## src/rtl/parity_pkg.sv

```systemverilog
// Shared definitions for the parity frame transmitter and the parity checker.
package parity_pkg;

    typedef enum logic [2:0] {
        IDLE   = 3'd0,
        START  = 3'd1,
        DATA   = 3'd2,
        PARITY = 3'd3,
        STOP   = 3'd4
    } state_e;

    localparam int FRAME_BITS = 7;
    localparam int DATA_BITS  = 4;

endpackage

```

## src/rtl/parity_gen.sv

```systemverilog
// Combinational parity of a 4-bit word; odd_i=1 inverts the result for odd parity.
module parity_gen
    import parity_pkg::*;
(
    input  logic [DATA_BITS-1:0] data_i,
    input  logic                 odd_i,
    output logic                 par_o
);

    assign par_o = (^data_i) ^ odd_i;

endmodule

```

## src/rtl/parity_frame_tx.sv

```systemverilog
// Serialises a 4-bit word as start, a..d (MSB first), parity and stop bits,
// each held CLKS_PER_BIT clocks, with a ready/valid handshake on the input side.
module parity_frame_tx
    import parity_pkg::*;
#(
    parameter int CLKS_PER_BIT = 1,
    parameter int ODD_PARITY   = 0
) (
    input  logic clk,
    input  logic rst_n,
    input  logic a,
    input  logic b,
    input  logic c,
    input  logic d,
    input  logic valid,
    output logic ready,
    output logic tx,
    output logic p,
    output logic busy,
    output logic done
);

    localparam int              CNT_W = $clog2(CLKS_PER_BIT + 1);
    localparam logic [CNT_W-1:0] LAST = CNT_W'(CLKS_PER_BIT - 1);

    state_e                 state_q, state_d;
    logic [CNT_W-1:0]       cnt_q, cnt_d;
    logic [1:0]             idx_q, idx_d;
    logic [DATA_BITS-1:0]   data_q, data_d;
    logic                   p_q, p_d;
    logic                   tx_q, tx_d;
    logic                   done_q, done_d;
    logic                   par_w;
    logic                   bit_end;

    parity_gen u_parity_gen (
        .data_i (({a, b, c, d})),
        .odd_i  (1'(ODD_PARITY)),
        .par_o  (par_w)
    );

    assign bit_end = (cnt_q == LAST);

    always_comb begin
        state_d = state_q;
        cnt_d   = cnt_q;
        idx_d   = idx_q;
        data_d  = data_q;
        p_d     = p_q;
        case (state_q)
            IDLE: begin
                if (valid) begin
                    state_d = START;
                    cnt_d   = '0;
                    idx_d   = 2'd0;
                    data_d  = {a, b, c, d};
                    p_d     = par_w;
                end
            end
            default: begin
                if (bit_end) begin
                    cnt_d = '0;
                    case (state_q)
                        START:   state_d = DATA;
                        DATA: begin
                            // idx wraps 3->0 on the same boundary that leaves DATA
                            idx_d = idx_q + 2'd1;
                            if (idx_q == 2'd3) state_d = PARITY;
                        end
                        PARITY:  state_d = STOP;
                        default: state_d = IDLE;
                    endcase
                end else begin
                    cnt_d = cnt_q + 1'b1;
                end
            end
        endcase
    end

    // Line and done are derived from the next state so they change with the state register.
    always_comb begin
        tx_d = 1'b1;
        case (state_d)
            START:   tx_d = 1'b0;
            DATA:    tx_d = data_d[2'd3 - idx_d];
            PARITY:  tx_d = p_d;
            default: tx_d = 1'b1;
        endcase
        done_d = (state_d == STOP) && (cnt_d == LAST);
    end

    always_ff @(posedge clk or negedge rst_n) begin
        if (!rst_n) begin
            state_q <= IDLE;
            cnt_q   <= '0;
            idx_q   <= 2'd0;
            data_q  <= '0;
            p_q     <= 1'b0;
            tx_q    <= 1'b1;
            done_q  <= 1'b0;
        end else begin
            state_q <= state_d;
            cnt_q   <= cnt_d;
            idx_q   <= idx_d;
            data_q  <= data_d;
            p_q     <= p_d;
            tx_q    <= tx_d;
            done_q  <= done_d;
        end
    end

    assign ready = (state_q == IDLE);
    assign busy  = (state_q != IDLE);
    assign tx    = tx_q;
    assign p     = p_q;
    assign done  = done_q;

endmodule

```

## config.mk

```make
export PLATFORM = sky130hd
export DESIGN_NAME = parity_frame_tx
export DESIGN_NICKNAME = d
export VERILOG_FILES = /design/src/rtl/parity_pkg.sv /design/src/rtl/parity_gen.sv /design/src/rtl/parity_frame_tx.sv
export SDC_FILE = /design/constraint.sdc
export NUM_CORES = 1
export LEC_CHECK = 0
export CAP_MARGIN = 20
export CORE_ASPECT_RATIO = 1.2
export CORE_UTILIZATION = 30
export CTS_CLUSTER_SIZE = 24
export DETAILED_ROUTE_END_ITERATION = 10
export SETUP_SLACK_MARGIN = 0.5
export SYNTH_ARGS = -nofsm -noshare
export SYNTH_HDL_FRONTEND = slang
export SYNTH_SLANG_ARGS = --single-unit
```

## constraint.sdc

```tcl
create_clock -name clk -period 1.6 [get_ports clk]
set_clock_uncertainty 0.1 [all_clocks]
set_input_delay 0.32 -clock clk [delete_from_list [all_inputs] [get_ports clk]]
set_output_delay 0.32 -clock clk [all_outputs]
set_load 0.01 [all_outputs]
```

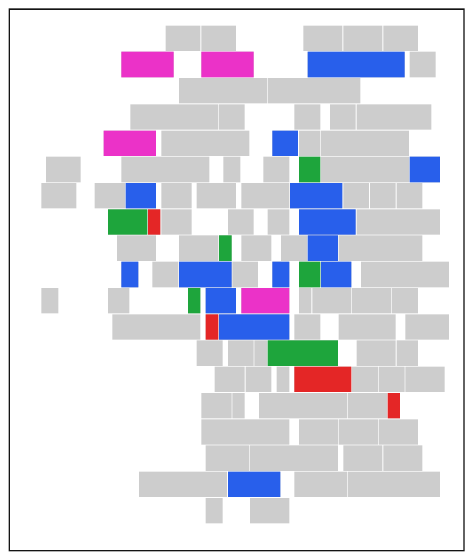
Figure 1: selected gate families.
| color | family | cells |
|---|---|---|
| red | inv cells | 4 |
| magenta | mux cells | 4 |
| blue | aoi and oai cells | 14 |
| green | nand cells | 6 |

==> Slide: Implementation Results <==
Physical Implementation Snapshot

Outcome
  – Status: finished, violations left
  – Violations in the final reports: setup timing

Setup path
  – Ordered cell list for the critical path: or3_4 -> inv_2 -> buf_6
  – Worst reg2reg path startpoint: idx_q[0]
  – Critical path buffer and inverter count: 2

Timing
  – Setup WS post-layout: -0.06168 ns
  – Final setup violation count: 3
  – Worst slew margin relative to its limit: 79.12%
  – Final critical delay including setup and external delays: 1.662 ns
  – Setup repair after global routing missed its margin: true

GRT
  – Number of global-route vias before repair: 706

Die
  – Die x size: 46.98 um
  – Core footprint: 0.002282 sq mm

Clock tree
  – Latency at later pin: 0.28 ns
  – Number of buffers inserted by hold repair at cts: 0

Min path
  – HP Start: valid
  – Worst hold-check path type: in -> reg

Synthesis
  – Mapped Area: 728.2 sq um
  – Ys cells: 69

Placement
  – Final GP Congestion: 0.7764

Final layout
  – Final layout net count: 116

Detailed routing
  – Number of iterations in the first detailed-routing pass: 4

Power
  – Total leakage power: 0.5725 nW
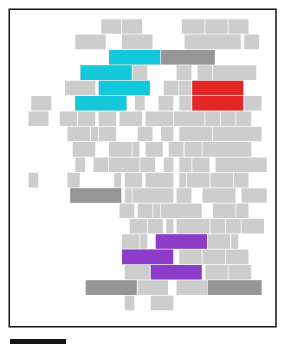
Figure 2: where the registers sit.
Bar = 10 um.
| color | name in the netlist | sequential cells |
|---|---|---|
| cyan | data_q | 4 |
| purple | state_q | 3 |
| red | idx_q | 2 |
not colored: 4

-- sequential cells by signal (all words and copies together), names as in the netlist --
name,count
cnt_q,1
data_q,4
done,1
idx_q,2
p,1
state_q,3
tx,1
-- through the flow --
stage | power (mW) | area (sq um)
after floorplan | 1.410 | 759.5
after global placement | 1.816 | 987.2
after detailed placement | 1.839 | 987.2
after CTS | 2.513 | 1195
after global routing | 2.941 | 1319
final | 2.772 | 1319
-- kinds of logic after synthesis --
| group | count (synthesis) | share of synthesized area [%] |
|---|---|---|
| compound gates | 16 | 16.32 |
| xor+xnor | 3 | 3.609 |
| fa+ha+maj | 1 | 1.718 |
| buf+inv | 7 | 6.185 |
| flops | 13 | 44.85 |
| mux | 4 | 6.013 |
| simple gates | 25 | 21.31 |
-- timing repair --
action / in CTS / in global routing
gates resized: 52 / 22
cloned: 0 / 0
endpoints found under the setup margin: 18 / 18
pin swaps: 11 / 7
setup buffers: 7 / 4
-- worst max path at each step --
stage,from,to,depth (start not counted)
2_1_floorplan,state_q[2],data_q[2],3
3_5_place_dp,valid,tx,6
3_3_place_gp,valid,tx,6
5_1_grt,state_q[0],tx,6
6_report,state_q[1],ready,3
4_1_cts,state_q[0],tx,6
-- where the power goes --
part / switching, mW / internal [mW]
Combinational: 0.884 / 1.10
Sequential: 0.100 / 0.484
Clock: 0.106 / 0.0966
-- final cells by class --
class                           instances  area, sq um  area share, %
Clock buffer                            4        26.28          1.992
Inverter                                4        27.53          2.087
Multi-Input combinational cell         49        551.8          41.84
Sequential cell                        13        327.8          24.86
Tap cell                               31        38.79          2.941
Timing Repair Buffer                   37        346.6          26.28
-- metal layers --
metal / routed length [um] / global-route usage, %
met1: 820 / 19.09
met2: 1072 / 27.38
met3: 40 / 1.299
met4: 48 / 10.61
met5: 0 / 0
Power and IR drop assume default switching activity.
